==> src/rtl/pc_pkg.sv <==
// pc_pkg: shared encodings for the program-counter unit.
//   - next-PC mode selects (SEL_*)
//   - halt cause codes (HC_*)
//   - FSM state type and state constants
package pc_pkg;

    localparam logic [1:0] SEL_SEQ = 2'b00;
    localparam logic [1:0] SEL_BR  = 2'b01;
    localparam logic [1:0] SEL_J   = 2'b10;
    localparam logic [1:0] SEL_JR  = 2'b11;

    localparam logic [1:0] HC_NONE  = 2'b00;
    localparam logic [1:0] HC_LIMIT = 2'b01;
    localparam logic [1:0] HC_ALIGN = 2'b10;

    typedef logic [0:0] state_t;
    localparam state_t ST_RUN  = 1'b0;
    localparam state_t ST_HALT = 1'b1;

endpackage

==> src/rtl/pc_unit_if.sv <==
// pc_unit_if: request/status bundle between the fetch control and pc_unit.
//   master (requester) drives: stall, sel, branch_taken, imm_off,
//                              jump_target, jr_addr
//   slave  (pc_unit)   drives: pc, pc_plus4, halted, halt_cause, upd_count
interface pc_unit_if #(
    parameter int unsigned WIDTH = 32,
    parameter int unsigned CNT_W = 32
);
    logic             stall;
    logic [1:0]       sel;
    logic             branch_taken;
    logic [WIDTH-1:0] imm_off;
    logic [25:0]      jump_target;
    logic [WIDTH-1:0] jr_addr;
    logic [WIDTH-1:0] pc;
    logic [WIDTH-1:0] pc_plus4;
    logic             halted;
    logic [1:0]       halt_cause;
    logic [CNT_W-1:0] upd_count;

    modport master (
        output stall, sel, branch_taken, imm_off, jump_target, jr_addr,
        input  pc, pc_plus4, halted, halt_cause, upd_count
    );

    modport slave (
        input  stall, sel, branch_taken, imm_off, jump_target, jr_addr,
        output pc, pc_plus4, halted, halt_cause, upd_count
    );
endinterface

==> src/rtl/pc_next_calc.sv <==
// pc_next_calc: purely combinational next-PC mux/adder.
//   in : pc, sel, branch_taken, imm_off, jump_target, jr_addr
//   out: pc_plus4 (pc + 4), nxt (candidate next PC),
//        misaligned (nxt[1:0] != 0), over_limit (nxt >= LIMIT_ADDR)
import pc_pkg::*;

module pc_next_calc #(
    parameter int unsigned      WIDTH      = 32,
    parameter logic [WIDTH-1:0] LIMIT_ADDR = 32'd32764
) (
    input  logic [WIDTH-1:0] pc,
    input  logic [1:0]       sel,
    input  logic             branch_taken,
    input  logic [WIDTH-1:0] imm_off,
    input  logic [25:0]      jump_target,
    input  logic [WIDTH-1:0] jr_addr,
    output logic [WIDTH-1:0] pc_plus4,
    output logic [WIDTH-1:0] nxt,
    output logic             misaligned,
    output logic             over_limit
);

    assign pc_plus4 = pc + WIDTH'(4);

    // All sums wrap modulo 2^WIDTH; wrap is only caught by the checks below.
    always_comb begin
        nxt = pc_plus4;
        case (sel)
            SEL_SEQ: nxt = pc_plus4;
            SEL_BR:  nxt = branch_taken ? (pc_plus4 + (imm_off << 2)) : pc_plus4;
            SEL_J:   nxt = {pc_plus4[WIDTH-1:28], jump_target, 2'b00};
            SEL_JR:  nxt = jr_addr;
            default: nxt = pc_plus4;
        endcase
    end

    assign misaligned = (nxt[1:0] != 2'b00);
    assign over_limit = (nxt >= LIMIT_ADDR);

endmodule

==> src/rtl/pc_unit.sv <==
// pc_unit: architectural PC register with RUN/HALT FSM and update counter.
//   clk : clock, all state on posedge
//   rst : synchronous active-high reset
//   bus : pc_unit_if slave port (stall/sel/operands in; pc, pc_plus4,
//         halted, halt_cause, upd_count out)
// An illegal next PC (misaligned or >= LIMIT_ADDR) is never loaded; the unit
// halts instead and stays halted until reset.
import pc_pkg::*;

module pc_unit #(
    parameter int unsigned      WIDTH      = 32,
    parameter logic [WIDTH-1:0] RESET_ADDR = '0,
    parameter logic [WIDTH-1:0] LIMIT_ADDR = 32'd32764,
    parameter int unsigned      CNT_W      = 32
) (
    input logic        clk,
    input logic        rst,
    pc_unit_if.slave   bus
);

    state_t           state;
    logic [WIDTH-1:0] pc;
    logic [WIDTH-1:0] pc_plus4;
    logic [WIDTH-1:0] nxt;
    logic [1:0]       halt_cause;
    logic [CNT_W-1:0] upd_count;
    logic             misaligned;
    logic             over_limit;

    pc_next_calc #(
        .WIDTH      (WIDTH),
        .LIMIT_ADDR (LIMIT_ADDR)
    ) u_next (
        .pc           (pc),
        .sel          (bus.sel),
        .branch_taken (bus.branch_taken),
        .imm_off      (bus.imm_off),
        .jump_target  (bus.jump_target),
        .jr_addr      (bus.jr_addr),
        .pc_plus4     (pc_plus4),
        .nxt          (nxt),
        .misaligned   (misaligned),
        .over_limit   (over_limit)
    );

    always_ff @(posedge clk) begin
        if (rst) begin
            state      <= ST_RUN;
            pc         <= RESET_ADDR;
            halt_cause <= HC_NONE;
            upd_count  <= '0;
        end else if (state == ST_RUN && !bus.stall) begin
            // Misalignment is checked first so it wins over the limit.
            if (misaligned) begin
                state      <= ST_HALT;
                halt_cause <= HC_ALIGN;
            end else if (over_limit) begin
                state      <= ST_HALT;
                halt_cause <= HC_LIMIT;
            end else begin
                pc <= nxt;
                if (upd_count != '1) begin
                    upd_count <= upd_count + CNT_W'(1);
                end
            end
        end
    end

    assign bus.pc         = pc;
    assign bus.pc_plus4   = pc_plus4;
    assign bus.halted     = (state == ST_HALT);
    assign bus.halt_cause = halt_cause;
    assign bus.upd_count  = upd_count;

endmodule

==> src/flat_wrapper.sv <==
// flat-port wrapper written by rule: the top's interface ports become plain ports
module pc_unit_flat 
#(
    parameter int unsigned      WIDTH      = 32,
    parameter logic [WIDTH-1:0] RESET_ADDR = '0,
    parameter logic [WIDTH-1:0] LIMIT_ADDR = 32'd32764,
    parameter int unsigned      CNT_W      = 32
)
  (clk, rst, bus_stall, bus_sel, bus_branch_taken, bus_imm_off, bus_jump_target, bus_jr_addr, bus_pc, bus_pc_plus4, bus_halted, bus_halt_cause, bus_upd_count);
  pc_unit_if #(.WIDTH(WIDTH), .CNT_W(CNT_W)) bus_i ();
  input logic clk;
  input logic rst;
  input wire logic [$bits(bus_i.stall)-1:0] bus_stall;
  input wire logic [$bits(bus_i.sel)-1:0] bus_sel;
  input wire logic [$bits(bus_i.branch_taken)-1:0] bus_branch_taken;
  input wire logic [$bits(bus_i.imm_off)-1:0] bus_imm_off;
  input wire logic [$bits(bus_i.jump_target)-1:0] bus_jump_target;
  input wire logic [$bits(bus_i.jr_addr)-1:0] bus_jr_addr;
  output wire logic [$bits(bus_i.pc)-1:0] bus_pc;
  output wire logic [$bits(bus_i.pc_plus4)-1:0] bus_pc_plus4;
  output wire logic [$bits(bus_i.halted)-1:0] bus_halted;
  output wire logic [$bits(bus_i.halt_cause)-1:0] bus_halt_cause;
  output wire logic [$bits(bus_i.upd_count)-1:0] bus_upd_count;
  assign bus_i.stall = bus_stall;
  assign bus_i.sel = bus_sel;
  assign bus_i.branch_taken = bus_branch_taken;
  assign bus_i.imm_off = bus_imm_off;
  assign bus_i.jump_target = bus_jump_target;
  assign bus_i.jr_addr = bus_jr_addr;
  assign bus_pc = bus_i.pc;
  assign bus_pc_plus4 = bus_i.pc_plus4;
  assign bus_halted = bus_i.halted;
  assign bus_halt_cause = bus_i.halt_cause;
  assign bus_upd_count = bus_i.upd_count;
  pc_unit #(.WIDTH(WIDTH), .RESET_ADDR(RESET_ADDR), .LIMIT_ADDR(LIMIT_ADDR), .CNT_W(CNT_W)) u_core (.clk(clk), .rst(rst), .bus(bus_i));
endmodule
==> config.mk <==
export PLATFORM = sky130hd
export DESIGN_NAME = pc_unit_flat
export DESIGN_NICKNAME = d
export VERILOG_FILES = /design/src/rtl/pc_pkg.sv /design/src/rtl/pc_unit_if.sv /design/src/rtl/pc_next_calc.sv /design/src/rtl/pc_unit.sv /design/src/flat_wrapper.sv
export SDC_FILE = /design/constraint.sdc
export NUM_CORES = 1
export LEC_CHECK = 0
export ABC_AREA = 0
export CORE_ASPECT_RATIO = 1.5
export CORE_MARGIN = 2
export CORE_UTILIZATION = 50
export CTS_CLUSTER_DIAMETER = 200
export DETAILED_ROUTE_END_ITERATION = 8
export PLACE_DENSITY = 0.82
export SETUP_SLACK_MARGIN = 0.3
export SLEW_MARGIN = 10
export SYNTH_ARGS = -nofsm -noshare
export SYNTH_HDL_FRONTEND = slang
export SYNTH_SLANG_ARGS = --single-unit
==> constraint.sdc <==
create_clock -name clk -period 8 [get_ports clk]
set_clock_uncertainty 0.1 [all_clocks]
set_input_delay 0.8 -clock clk [delete_from_list [all_inputs] [get_ports clk]]
set_output_delay 0.8 -clock clk [all_outputs]
set_load 0.02 [all_outputs]
**Placed cells, one color a class**

The bar under the picture is 20 um long.
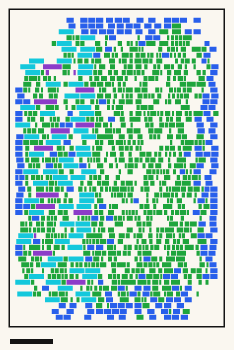
legend:
  cyan:
    class: sequential cells
    cells: 67
  purple:
    class: clock drivers and dummy loads
    cells: 14
  green:
    class: remaining logic cells
    cells: 838
  blue:
    class: remaining buffers and delay cells
    cells: 201

**Sequential cells grouped by signal name**

The bar under the picture is 20 um long. Other sequential cells in the stronger gray, the rest of the logic in the fainter gray.
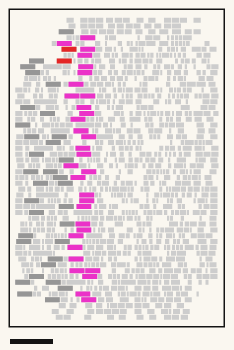
legend:
  red:
    netlist_name: `u_core.bus.halt_cause`
    placed_flops: 2
  magenta:
    netlist_name: `u_core.bus.pc`
    placed_flops: 32

==> flow_summary.json <==
{
  "status": "complete, no violations",
  "yosys_cells": 964,
  "drv_cap": 0,
  "min_path_type": "reg2reg",
  "cp_slowest_cell": "or4_1",
  "grt_usage_pct": 33.6,
  "async_flop_share_pct": 0,
  "chipArea_sq_um": 14700,
  "postCtsSetupBuffers": 0,
  "std_cell_rows": 52,
  "pre_cts_ws_ps": 1210,
  "setup_viol": 0,
  "cp.buffers_inverters": 1,
  "tritoncts": "yes",
  "drt_wl_total_um": 25900,
  "grt_pass1_wl_um": 39800,
  "dominant_cells": "combinational gates",
  "tap_cells": 162,
  "warning_count": 31,
  "overflow": 0,
  "wl_per_cell_um": 20.2,
  "required_ps": 8110,
  "leakage_nw": 3.48,
  "placed_area_sq_um": 8810,
  "vias": 8471,
  "tns_ps": 0,
  "slew_viol_final": 0,
  "seq-cell-share_pct": 14.7,
  "antenna_found_initial": 0,
  "dr.pass1.iters": 5,
  "grt_max_degree": 61,
  "yosys_most_used_dff": "dfxtp_1",
  "hold_violations": 0,
  "crit_path_max_incr_delay_ps": 780,
  "syn_inst": 964,
  "finalPower_w": 0.000919,
  "fmax_mhz": 143,
  "ios": 195,
  "ys.flops": 67
}
**Congestion heat map**

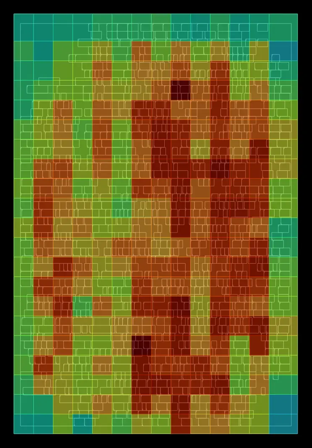
GRT busiest layer: met2
grt met1 use: 37.6%
met3 Usage GRT: 5.15%

**Selected gate families**

The bar under the picture is 20 um long.
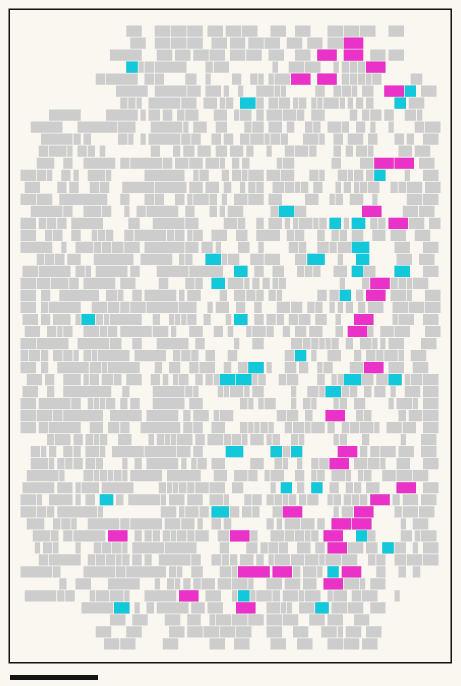
legend:
  magenta:
    family: fa/ha/maj cells
    cells: 35
    most_used: ha_1
  cyan:
    family: non-inverting ao/oa cells
    cells: 39
    most_used: o21a_1

## per-layer routing
| metal | part of all wire [%] | vias up | track usage (%) |
|---|---|---|---|
| li1 | - | 3942 | - |
| met1 | 36 | 3924 | 37.6 |
| met2 | 48 | 489 | 59.1 |
| met3 | 9.4 | 116 | 5.15 |
| met4 | 6.1 | 0 | 19.9 |
| met5 | 0 | - | 0 |
## flip-flops by register name, indices dropped and copies added, names as in the netlist
register               count
u_core.bus.halted          1
u_core.bus.halt_cause      2
u_core.bus.pc             32
u_core.bus.upd_count      32
## metrics by stage
step	hold WS [ps]	std cells	util [%]
floorplan	420	964	-
global placement	349	1268	65.4
detailed placement	347	1268	65.4
CTS	355	1282	67.6
global route	364	1282	67.6
finish	354	1282	67.6
## power breakdown
group          internal [W]  switching [W]  leakage (nW)  total (W)
sequential         0.000335    0.000000839         0.540   0.000336
clock              0.000268       0.000130         0.145   0.000398
combinational     0.0000839       0.000101          2.80   0.000185
total              0.000688       0.000232          3.48   0.000919
## cell families (layout without fill, tap and decap cells)
family                   Yosys count  after routing  synth area share [%]
AND-OR/OR-AND                    283            283                  27.2
XOR/XNOR                          33             33                  4.21
adder cells (fa/ha/maj)           35             35                  6.48
buffers and inverters             87            243                  5.19
flip-flops                        67             67                  19.5
multiplexers                      29             29                  4.48
AND/OR/NAND/NOR                  430            430                  32.9
## worst max path at each step
stage,startpoint,to,cells past startpoint
global placement,u_core.bus.pc[15],u_core.bus.upd_count[28],18
finish,u_core.bus.pc[8],u_core.bus.upd_count[28],17
floorplan,u_core.bus.pc[8],u_core.bus.upd_count[26],22
detailed placement,u_core.bus.pc[8],u_core.bus.upd_count[28],18
global route,u_core.bus.pc[15],u_core.bus.upd_count[28],18
CTS,u_core.bus.pc[8],u_core.bus.upd_count[28],18
Power and IR drop assume default switching activity.
